===== config.mk =====
export PLATFORM = sky130hd
export DESIGN_NAME = onehot_decoder_seq
export DESIGN_NICKNAME = d
export VERILOG_FILES = /design/src/rtl/dec_pkg.sv /design/src/rtl/bin2onehot.sv /design/src/rtl/onehot_decoder_seq.sv
export SDC_FILE = /design/constraint.sdc
export NUM_CORES = 1
export LEC_CHECK = 0
export ABC_AREA = 1
export CORE_MARGIN = 2
export CORE_UTILIZATION = 50
export CTS_BUF_LIST = sky130_fd_sc_hd__clkbuf_16
export CTS_CLUSTER_DIAMETER = 40
export DETAILED_ROUTE_END_ITERATION = 12
export PLACE_DENSITY_LB_ADDON = 0.25
export SYNTH_ARGS = -nofsm -noshare
export SYNTH_HDL_FRONTEND = slang
export SYNTH_HIERARCHICAL = 1
export SYNTH_SLANG_ARGS = --single-unit

===== constraint.sdc =====
create_clock -name clk -period 2.7 [get_ports clk]
set_input_delay 0.54 -clock clk [delete_from_list [all_inputs] [get_ports clk]]
set_output_delay 0.54 -clock clk [all_outputs]
set_load 0.03 [all_outputs]

===== src/rtl/dec_pkg.sv =====
// Shared constants for the one-hot decoder / scan sequencer.
// Mode encodings and FSM state type.
package dec_pkg;

  localparam logic [1:0] MODE_DECODE = 2'b00;
  localparam logic [1:0] MODE_BCAST  = 2'b01;
  localparam logic [1:0] MODE_SCAN   = 2'b10;
  localparam logic [1:0] MODE_RSVD   = 2'b11;

  typedef enum logic {
    ST_IDLE = 1'b0,
    ST_SCAN = 1'b1
  } state_t;

endpackage


===== src/rtl/bin2onehot.sv =====
// Combinational binary to one-hot converter.
// Output width is 2**ADDR_W.
module bin2onehot #(
  parameter int ADDR_W = 3
) (
  input  logic [ADDR_W-1:0]      bin,
  output logic [(1<<ADDR_W)-1:0] onehot
);

  always_comb begin
    onehot      = '0;
    onehot[bin] = 1'b1;
  end

endmodule


===== src/rtl/onehot_decoder_seq.sv =====
// Registered one-hot decoder with broadcast and auto-scan modes.
// Scan walks every output once, then pulses done.
module onehot_decoder_seq
  import dec_pkg::*;
#(
  parameter int ADDR_W = 3
) (
  input  logic                    clk,
  input  logic                    rst_n,
  input  logic                    en,
  input  logic [1:0]              mode,
  input  logic [ADDR_W-1:0]       addr,
  input  logic                    start,
  input  logic                    abort,
  output logic [(1<<ADDR_W)-1:0]  z,
  output logic                    busy,
  output logic                    done
);

  localparam int OUT_W = 1 << ADDR_W;
  // Index one bit wider than the select so the terminal value is OUT_W.
  localparam logic [ADDR_W:0] LAST = (ADDR_W+1)'(OUT_W);

  state_t            state_q, state_d;
  logic [ADDR_W:0]   idx_q, idx_d;
  logic [OUT_W-1:0]  z_d;
  logic              busy_d, done_d;
  logic [ADDR_W-1:0] sel;
  logic [OUT_W-1:0]  oh;

  // Idle scan-mode select is forced to 0 so a start drives onehot(0).
  assign sel = (state_q == ST_SCAN) ? idx_q[ADDR_W-1:0]
             : (mode == MODE_DECODE) ? addr : '0;

  bin2onehot #(.ADDR_W(ADDR_W)) u_b2o (
    .bin    (sel),
    .onehot (oh)
  );

  always_comb begin
    state_d = state_q;
    idx_d   = idx_q;
    z_d     = '0;
    busy_d  = busy;
    done_d  = 1'b0;
    unique case (state_q)
      ST_IDLE: begin
        if (!abort) begin
          unique case (mode)
            MODE_DECODE: if (en) z_d = oh;
            MODE_BCAST:  if (en) z_d = '1;
            MODE_SCAN: begin
              if (en && start) begin
                state_d = ST_SCAN;
                busy_d  = 1'b1;
                z_d     = oh;
                idx_d   = (ADDR_W+1)'(1);
              end
            end
            default: ;
          endcase
        end
      end
      ST_SCAN: begin
        if (abort) begin
          state_d = ST_IDLE;
          busy_d  = 1'b0;
          idx_d   = '0;
        end else if (en) begin
          if (idx_q == LAST) begin
            state_d = ST_IDLE;
            busy_d  = 1'b0;
            done_d  = 1'b1;
            idx_d   = '0;
          end else begin
            z_d   = oh;
            idx_d = idx_q + 1'b1;
          end
        end
      end
      default: ;
    endcase
  end

  always_ff @(posedge clk or negedge rst_n) begin
    if (!rst_n) begin
      state_q <= ST_IDLE;
      idx_q   <= '0;
      z       <= '0;
      busy    <= 1'b0;
      done    <= 1'b0;
    end else begin
      state_q <= state_d;
      idx_q   <= idx_d;
      z       <= z_d;
      busy    <= busy_d;
      done    <= done_d;
    end
  end

endmodule


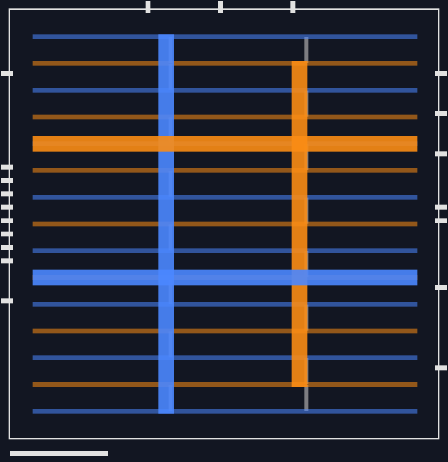
**Above:** floorplan with the power grid.
Bar = 10 µm. Pins as bars on the die edge. Tap cells in gray.
legend:
  VSS:
    color: blue
  VDD:
    color: orange
signal pins: 20
rows: 14
met4 straps: 2
met5 straps: 2
tap cells: 16
Die Y-Extent: 43.5 µm
peak supply drop: 0.000450 V
Die Width: 43.5 µm
Core Footprint: 1490 µm²

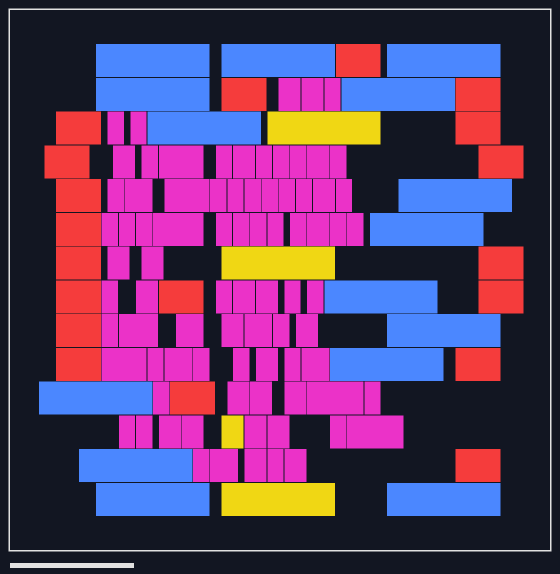
**Above:** cells colored by class.
Bar = 10 µm.
legend:
  remaining buffers and delay cells:
    color: red
    cells: 19
    share_of_their_area: 18%
  remaining logic cells:
    color: magenta
    cells: 81
    share_of_their_area: 38%
  clock drivers and dummy loads:
    color: yellow
    cells: 4
    share_of_their_area: 7.7%
  registers:
    color: blue
    cells: 15
    share_of_their_area: 36%
final core utilization: 71.4%
Seq/total area: 35.3%
final std cell area, no fill: 1060 µm²

==> out/qor.log <==
[placed_design] HPWL after DPL 1230 µm
[cts] clock net sink count 15
[cts] count of buffers added by post-CTS timing repair for setup 0
[timing] min Tclk post-route 1.85 ns
[layout] flip-flop and latch count 15
[layout] number of diodes added for antenna fixing 0
[cts] number of buffers inserted by hold repair at cts 0
[logic_synthesis] area fraction in xor and xnor cells 0%
[power_and_ir_drop] cell-internal power 0.000496 W
[setup_path] reg2reg setup slack 1.21 ns
[logic_synthesis] post-synthesis net count 109
[drt] Routed met3 length 130 µm
[logic_synthesis] commonest cells in the synthesized netlist sky130_fd_sc_hd__nand2_1 (21), sky130_fd_sc_hd__dfrtp_1 (15), sky130_fd_sc_hd__nand3_1 (13), sky130_fd_sc_hd__nor2_1 (13), sky130_fd_sc_hd__inv_1 (8)
[timing] count of final max-slew check failures 0
[power_and_ir_drop] Leak 0.526 nW
[logic_synthesis] warning count from the yosys run 6
[logic_synthesis] Mux area share 0%
[logic_synthesis] synthesis area per yosys 781 µm²
[drt] vias per inst 5.32
[floorplanning] I/O pin count 20
[grt] met3 GRT Util 4.58%
[logic_synthesis] area of the mapped netlist 781 µm²
[layout] share of final-layout standard cells stronger than drive strength 1 12.6%
[drt] Post-DRT Antenna Nets 0
[timing] Min Hold Slack 0.474 ns
[floorplanning] Tap Cells 16
[setup_path] type of destination of the critical path flop
[status] status complete, no violations
[floorplanning] placement row count 14
[power_and_ir_drop] power of the sequential group 0.000259 W
[power_and_ir_drop] share of total power in combinational logic 20.7%
[timing] final setup violating endpoints 0
[timing] final-report hold violation count 0
[layout] Clock buffers and inverters, area share 7.53%
[drt] detailed-routing iteration count for the pre-antenna-repair pass 4
[grt] leftover overflow at the end of global routing 0
[setup_path] destination of the worst register-to-register timing path z[5]$_DFF_PN0_
[grt] number of antenna violations at the first check in global routing 0
[cts] clock transition time at the flip-flop clock pins of the worst setup and hold paths 0.05 ns
[layout] number of multi-input combinational cells in the layout 71
[timing] max-slew headroom at the worst pin 56.6%
[setup_path] nature of the critical path startpoint input port
[setup_path] Crit path required time 2.83 ns
[power_and_ir_drop] switching component of the power 0.000191 W
[layout] Biggest register z
[grt] wire length of the first global-routing pass 2750 µm
[logic_synthesis] top cells by area, synth sky130_fd_sc_hd__dfrtp_1 (48%), sky130_fd_sc_hd__nand2_1 (10%), sky130_fd_sc_hd__nand3_1 (8.3%)
[setup_path] critical path's slowest cell sky130_fd_sc_hd__clkdlybuf4s50_1
[setup_path] number of cells on the worst reg-to-reg path 6
[layout] most numerous logic cells after layout sky130_fd_sc_hd__nand2_1 (21), sky130_fd_sc_hd__clkdlybuf4s50_1 (19), sky130_fd_sc_hd__dfrtp_1 (15)
[power_and_ir_drop] power density cells 646 nW/µm²
[cts] cell at the root of the clock tree sky130_fd_sc_hd__clkbuf_16
[min_path] number of cells on the worst hold path 2
[grt] met1 track demand over resource 22.0%
[placed_design] Placed Area 983 µm²
[logic_synthesis] main flop type sky130_fd_sc_hd__dfrtp_1
[cts] total of cells resized after clock tree synthesis 0
[drt] number of DRC violations after detailed-routing iteration 0 22
[drt] routed metal-1 wirelength 684 µm
[layout] max FFs per register 8
[logic_synthesis] Largest logic family simple AND/OR/NAND/NOR gates
[placed_design] PortBufs 19
[layout] Sequential cell area 375 µm²
[logic_synthesis] cells after synthesis 97
[layout] Buffers, non-clock 19
[grt] Global Route met2 Usage 34.3%
[timing] Max Fclk 0.542 GHz
[flow_run] tool warnings 27
[timing] ratio of final minimum period to clock period 68.4%
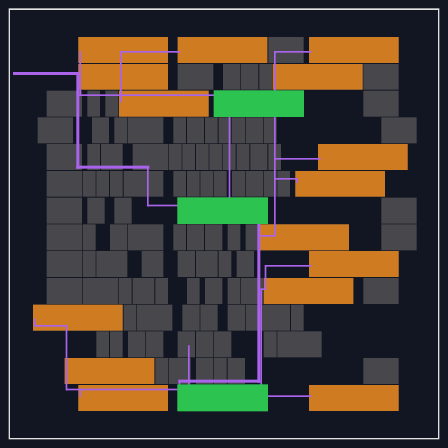
**Above:** routed clock nets over the placement.
legend:
  clock-net drivers:
    color: green
    count: 3
  clock wires:
    color: purple
    length: 194 µm
  flip-flops:
    color: orange
    count: 15
routed clock nets: 4
proportion of power drawn by the clock network: 41.6%
worst setup skew after layout: 0.00237 ns
clock insertion delay at the later pin of the skew report: 0.24 ns
clock network power: 0.000286 W

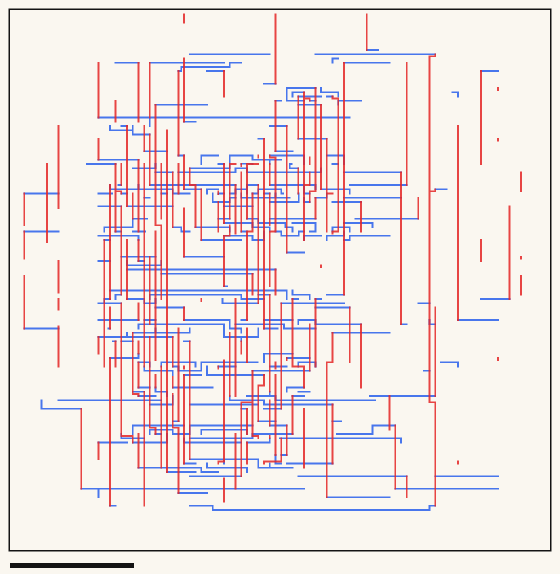
**Above:** metal layers overlaid.
Bar = 10 µm. Only two layers are drawn.
legend:
  M1:
    color: blue
    wire_length: 684 µm
  M2:
    color: red
    wire_length: 778 µm
detailed-route via count: 718
WL final: 1650 µm
post-DR wirelength/cell: 12.2 µm
gr usage total: 20.2%

Power figures rest on the tool's default switching activity, not on a simulated workload.
